==> config.mk <==
export PLATFORM = sky130hd
export DESIGN_NAME = peripheral_bus_register_responder_flat
export DESIGN_NICKNAME = d
export VERILOG_FILES = /design/src/rtl/peripheral_bus_register_responder_if.sv /design/src/rtl/peripheral_bus_register_responder.sv /design/src/flat_wrapper.sv
export SDC_FILE = /design/constraint.sdc
export NUM_CORES = 1
export LEC_CHECK = 0
export CORE_MARGIN = 2
export CORE_UTILIZATION = 25
export CTS_BUF_LIST = sky130_fd_sc_hd__clkbuf_8
export CTS_CLUSTER_SIZE = 10
export DETAILED_ROUTE_END_ITERATION = 8
export PLACE_DENSITY = 0.6
export SLEW_MARGIN = 20
export SYNTH_ARGS = -nofsm -noshare
export SYNTH_HDL_FRONTEND = slang
export SYNTH_SLANG_ARGS = --single-unit
export TNS_END_PERCENT = 1
==> constraint.sdc <==
create_clock -name wb_clk_i -period 2.8 [get_ports wb_clk_i]
set_input_delay 0.28 -clock wb_clk_i [delete_from_list [all_inputs] [get_ports wb_clk_i]]
set_output_delay 0.28 -clock wb_clk_i [all_outputs]
set_load 0.05 [all_outputs]
==> src/rtl/peripheral_bus_register_responder_if.sv <==
// Internal peripheral bus: the bridge drives the master side and each register block answers on the slave side.
interface peripheral_bus_register_responder_if;
  logic        we;
  logic        oe;
  logic        busy;
  logic [23:0] address;
  logic [3:0]  byteSelect;
  logic [31:0] dataWrite;
  logic [31:0] dataRead;

  modport master (
    output we, oe, address, byteSelect, dataWrite,
    input  busy, dataRead
  );

  modport slave (
    input  we, oe, address, byteSelect, dataWrite,
    output busy, dataRead
  );
endinterface

==> src/rtl/peripheral_bus_register_responder.sv <==
// Register bank responder: decodes an address window, serves 32-bit registers with byte writes,
// programmable wait states and one-cycle access strobes for the surrounding peripheral logic.
module peripheral_bus_register_responder #(
  parameter logic [23:0]          ADDRESS_BASE   = 24'h000000,
  parameter int unsigned          ADDRESS_BITS   = 8,
  parameter int unsigned          REG_COUNT      = 4,
  parameter int unsigned          WAIT_STATES    = 1,
  parameter logic [REG_COUNT-1:0] READ_ONLY_MASK = '0
) (
  input  logic                       wb_clk_i,
  input  logic                       wb_rst_i,
  peripheral_bus_register_responder_if.slave peripheralBus,
  output logic [32*REG_COUNT-1:0]    hw_regOut,
  input  logic [32*REG_COUNT-1:0]    hw_regIn,
  output logic [REG_COUNT-1:0]       reg_writeStrobe,
  output logic [REG_COUNT-1:0]       reg_readStrobe
);

  localparam int unsigned IDX_W = ADDRESS_BITS - 2;

  typedef enum logic {
    S_COUNT,
    S_DONE
  } state_t;

  state_t           state_q, state_d;
  logic [3:0]       wait_q, wait_d;
  logic [31:0]      regs [REG_COUNT];

  logic             access;
  logic             selected;
  logic             in_range;
  logic             active;
  logic             complete;
  logic             is_read;
  logic [IDX_W-1:0] idx;

  // Address decode and access qualification; reset masks the whole handshake.
  always_comb begin
    access   = peripheralBus.we | peripheralBus.oe;
    selected = access &&
               (peripheralBus.address[23:ADDRESS_BITS] == ADDRESS_BASE[23:ADDRESS_BITS]);
    idx      = peripheralBus.address[ADDRESS_BITS-1:2];
    in_range = 32'(idx) < REG_COUNT;
    is_read  = peripheralBus.oe && !peripheralBus.we;
    active   = selected && (state_q == S_COUNT) && !wb_rst_i;
    complete = active && (wait_q == 4'(WAIT_STATES));
    peripheralBus.busy = active && (wait_q < 4'(WAIT_STATES));
  end

  always_ff @(posedge wb_clk_i) begin
    if (wb_rst_i) begin
      state_q <= S_COUNT;
      wait_q  <= '0;
    end else begin
      state_q <= state_d;
      wait_q  <= wait_d;
    end
  end

  // Dropping we/oe rearms the responder; the done state blocks a second commit on a held access.
  always_comb begin
    state_d = state_q;
    wait_d  = wait_q;
    if (!access) begin
      state_d = S_COUNT;
      wait_d  = '0;
    end else if (active) begin
      if (complete) begin
        state_d = S_DONE;
      end else begin
        wait_d = wait_q + 4'd1;
      end
    end
  end

  always_ff @(posedge wb_clk_i) begin
    if (wb_rst_i) begin
      for (int i = 0; i < int'(REG_COUNT); i++) begin
        regs[i] <= '0;
      end
      reg_writeStrobe <= '0;
    end else begin
      reg_writeStrobe <= '0;
      if (complete && peripheralBus.we && in_range) begin
        for (int i = 0; i < int'(REG_COUNT); i++) begin
          if (idx == IDX_W'(i)) begin
            reg_writeStrobe[i] <= 1'b1;
            if (!READ_ONLY_MASK[i]) begin
              for (int b = 0; b < 4; b++) begin
                if (peripheralBus.byteSelect[b]) begin
                  regs[i][8*b +: 8] <= peripheralBus.dataWrite[8*b +: 8];
                end
              end
            end
          end
        end
      end
    end
  end

  // Read mux drives zero when not addressed so responders can be OR-combined.
  always_comb begin
    peripheralBus.dataRead = '0;
    reg_readStrobe         = '0;
    for (int i = 0; i < int'(REG_COUNT); i++) begin
      if (selected && is_read && !wb_rst_i && (idx == IDX_W'(i))) begin
        peripheralBus.dataRead = READ_ONLY_MASK[i] ? hw_regIn[32*i +: 32] : regs[i];
        reg_readStrobe[i]      = complete;
      end
    end
  end

  for (genvar g = 0; g < int'(REG_COUNT); g++) begin : g_reg_out
    assign hw_regOut[32*g +: 32] = regs[g];
  end

endmodule
==> src/flat_wrapper.sv <==
// flat-port wrapper written by rule: the top's interface ports become plain ports
module peripheral_bus_register_responder_flat 
#(
  parameter logic [23:0]          ADDRESS_BASE   = 24'h000000,
  parameter int unsigned          ADDRESS_BITS   = 8,
  parameter int unsigned          REG_COUNT      = 4,
  parameter int unsigned          WAIT_STATES    = 1,
  parameter logic [REG_COUNT-1:0] READ_ONLY_MASK = '0
)
  (wb_clk_i, wb_rst_i, hw_regOut, hw_regIn, reg_writeStrobe, reg_readStrobe, peripheralBus_we, peripheralBus_oe, peripheralBus_address, peripheralBus_byteSelect, peripheralBus_dataWrite, peripheralBus_busy, peripheralBus_dataRead);
  peripheral_bus_register_responder_if peripheralBus_i ();
  input  logic wb_clk_i;
  input  logic wb_rst_i;
  output logic [32*REG_COUNT-1:0] hw_regOut;
  input  logic [32*REG_COUNT-1:0] hw_regIn;
  output logic [REG_COUNT-1:0] reg_writeStrobe;
  output logic [REG_COUNT-1:0] reg_readStrobe;
  input wire logic [$bits(peripheralBus_i.we)-1:0] peripheralBus_we;
  input wire logic [$bits(peripheralBus_i.oe)-1:0] peripheralBus_oe;
  input wire logic [$bits(peripheralBus_i.address)-1:0] peripheralBus_address;
  input wire logic [$bits(peripheralBus_i.byteSelect)-1:0] peripheralBus_byteSelect;
  input wire logic [$bits(peripheralBus_i.dataWrite)-1:0] peripheralBus_dataWrite;
  output wire logic [$bits(peripheralBus_i.busy)-1:0] peripheralBus_busy;
  output wire logic [$bits(peripheralBus_i.dataRead)-1:0] peripheralBus_dataRead;
  assign peripheralBus_i.we = peripheralBus_we;
  assign peripheralBus_i.oe = peripheralBus_oe;
  assign peripheralBus_i.address = peripheralBus_address;
  assign peripheralBus_i.byteSelect = peripheralBus_byteSelect;
  assign peripheralBus_i.dataWrite = peripheralBus_dataWrite;
  assign peripheralBus_busy = peripheralBus_i.busy;
  assign peripheralBus_dataRead = peripheralBus_i.dataRead;
  peripheral_bus_register_responder #(.ADDRESS_BASE(ADDRESS_BASE), .ADDRESS_BITS(ADDRESS_BITS), .REG_COUNT(REG_COUNT), .WAIT_STATES(WAIT_STATES), .READ_ONLY_MASK(READ_ONLY_MASK)) u_core (.wb_clk_i(wb_clk_i), .wb_rst_i(wb_rst_i), .peripheralBus(peripheralBus_i), .hw_regOut(hw_regOut), .hw_regIn(hw_regIn), .reg_writeStrobe(reg_writeStrobe), .reg_readStrobe(reg_readStrobe));
endmodule
**Routing congestion map**

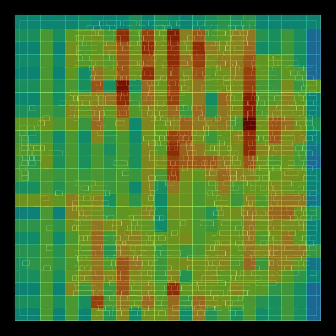
fin util: 39.5%
wire per inst: 18.7 um
most used routing layer: met2
GR Layer Usage met3: 5.39%

==> flow_summary.ini <==
; physical design summary
[route]
routed_wl_um = 19900
m1WireLength_um = 8210
via_per_inst = 4.44
route.detailed.drc = 0
drt_iter0_drc = 204
dr.pass1.iters = 4
ant_nets = 0
route.vias.total = 4718
wl_met2_um = 9890

[cells_and_area]
layout.cells.non_filler = 1063
fin_nets = 908
drive_above_1_share_pct = 23.7
lay_top_count = clkdlybuf4s50_1

[sta]
rsz0062_at_grt = yes
finalCritPeriodShare_pct = 96.5
fin_crit_ps = 2700
slew_headroom_pct = 43.6
setup_viol = 0
holdWs_ps = 325
fin_ws_ps = 97.4
max_slew.worst_pin.slew_ps = 845
hold_viol_final = 0

[synth]
synth-simple-area-share_pct = 24.5
area_leaders = edfxtp_1, mux4_2, and2_1, nor2b_1, dfxtp_1
ys_types = 38
synth.avg_cell_area_sq_um = 14.6
syn_inst = 450
syn_area_sq_mm = 0.00659
yosys-stat-area_sq_mm = 0.00659
synthFlopType = edfxtp_1
xor_area_share_pct = 0
top_area_cell = edfxtp_1
ys_sh_mux_pct = 11.2
common_cells = edfxtp_1, and2_1, nor2b_1, mux4_2, and3_1
async_flop_share_pct = 0
synth_top_cell_by_count = edfxtp_1
ys_cells = 450
synthesis.nets = 645
yosys_warnings = 0
top_cell_area_share_pct = 58.3
ys_ff = 137
netlist_logic_family_top = simple AND/OR/NAND/NOR gates
synth_seq_share_pct = 61.1

[worst_setup_path]
cp-startpoint = peripheralBus_address[5]
critPathArrivalTime_ps = 2420
crit_path_end_kind = output port
cp-start-kind = input port
worstRegToRegCells = 6
cp_max_fo = 7
cp_slowest_cell = clkdlybuf4s50_1
cp_num_buf_inv = 3
cp.required_ps = 2520
worstSetupPathDepth = 7
slowest_delay_ps = 490
r2r_end = u_core.regs[2][19]
endpoint = reg_readStrobe[3]

[grt]
grt_use_met1_pct = 17.4
grt_pass1_wl_um = 30200
antenna_found_initial = 5

[flow_run]
max-cap-violations = 0
warning_count = 159

[outcome]
status = finished clean

[cts]
cts_sinks = 137
h-tree-depth = 4
insertion_delay_ps = 450
clockBufferDepth = 2

[worst_hold_path]
whs_endpoint = u_core.reg_writeStrobe[1]
hp-class = in -> reg
hold_depth = 4

[power]
p_per_area_mw_per_mm2 = 445
vdd_drop_max_mv = 0.260
finalPower_uw = 4570

[floorplan]
fp.dieW_um = 166
die-area_sq_mm = 0.0277
fp-row-count = 59
coreArea_sq_mm = 0.0260
die_h_um = 166

[placed_design]
hpwlAfterDp_um = 14900
dpl-instance-area_sq_mm = 0.00987
**Routed clock nets over the placement**

The bar under the picture is 50 um long.
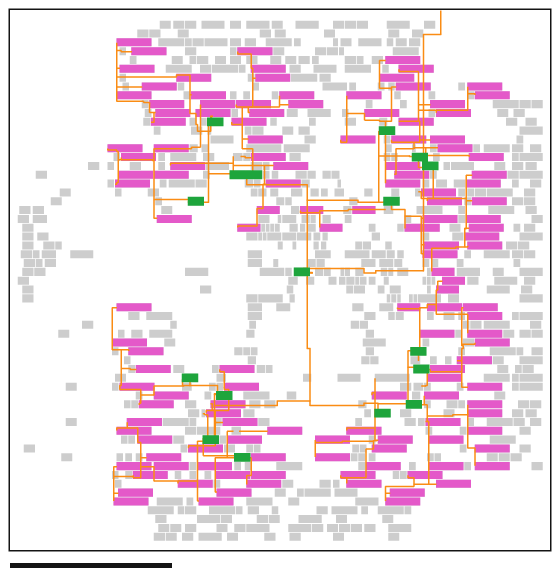
flip-flops: shown in magenta, count 137. clock-net drivers: shown in green, count 17. clock wires: shown in orange, length 1,710 um.
There are 18 routed clock nets. Position of the flops: widely spread.

sequential cells by signal, summed over array words and instances (netlist names):
name and cells:
u_core.state_q 1, u_core.reg_writeStrobe 4, u_core.regs 128, u_core.wait_q 4
where the power goes:
part	switching, uW	total [uW]	internal [uW]
logic	385	654	268
registers	36.2	2330	2290
clock network	796	1590	792
total	1220	4570	3350
cell type report:
class | count | area, sq um
Antenna cell | 2 | 5.00
Clock buffer | 17 | 234
Clock inverter | 15 | 153
Tap cell | 335 | 419
Inverter | 3 | 11.3
Sequential cell | 137 | 4020
Multi-Input combinational cell | 289 | 2480
Timing Repair Buffer | 265 | 2950
Fill cell | 2443 | 15700
what timing repair did:
item,in CTS,in global routing
endpoints found under the setup margin,0,16
hold endpoints to repair,0,0
resized,0,3
No activity file was given, so power comes from the tool's default toggle rates.
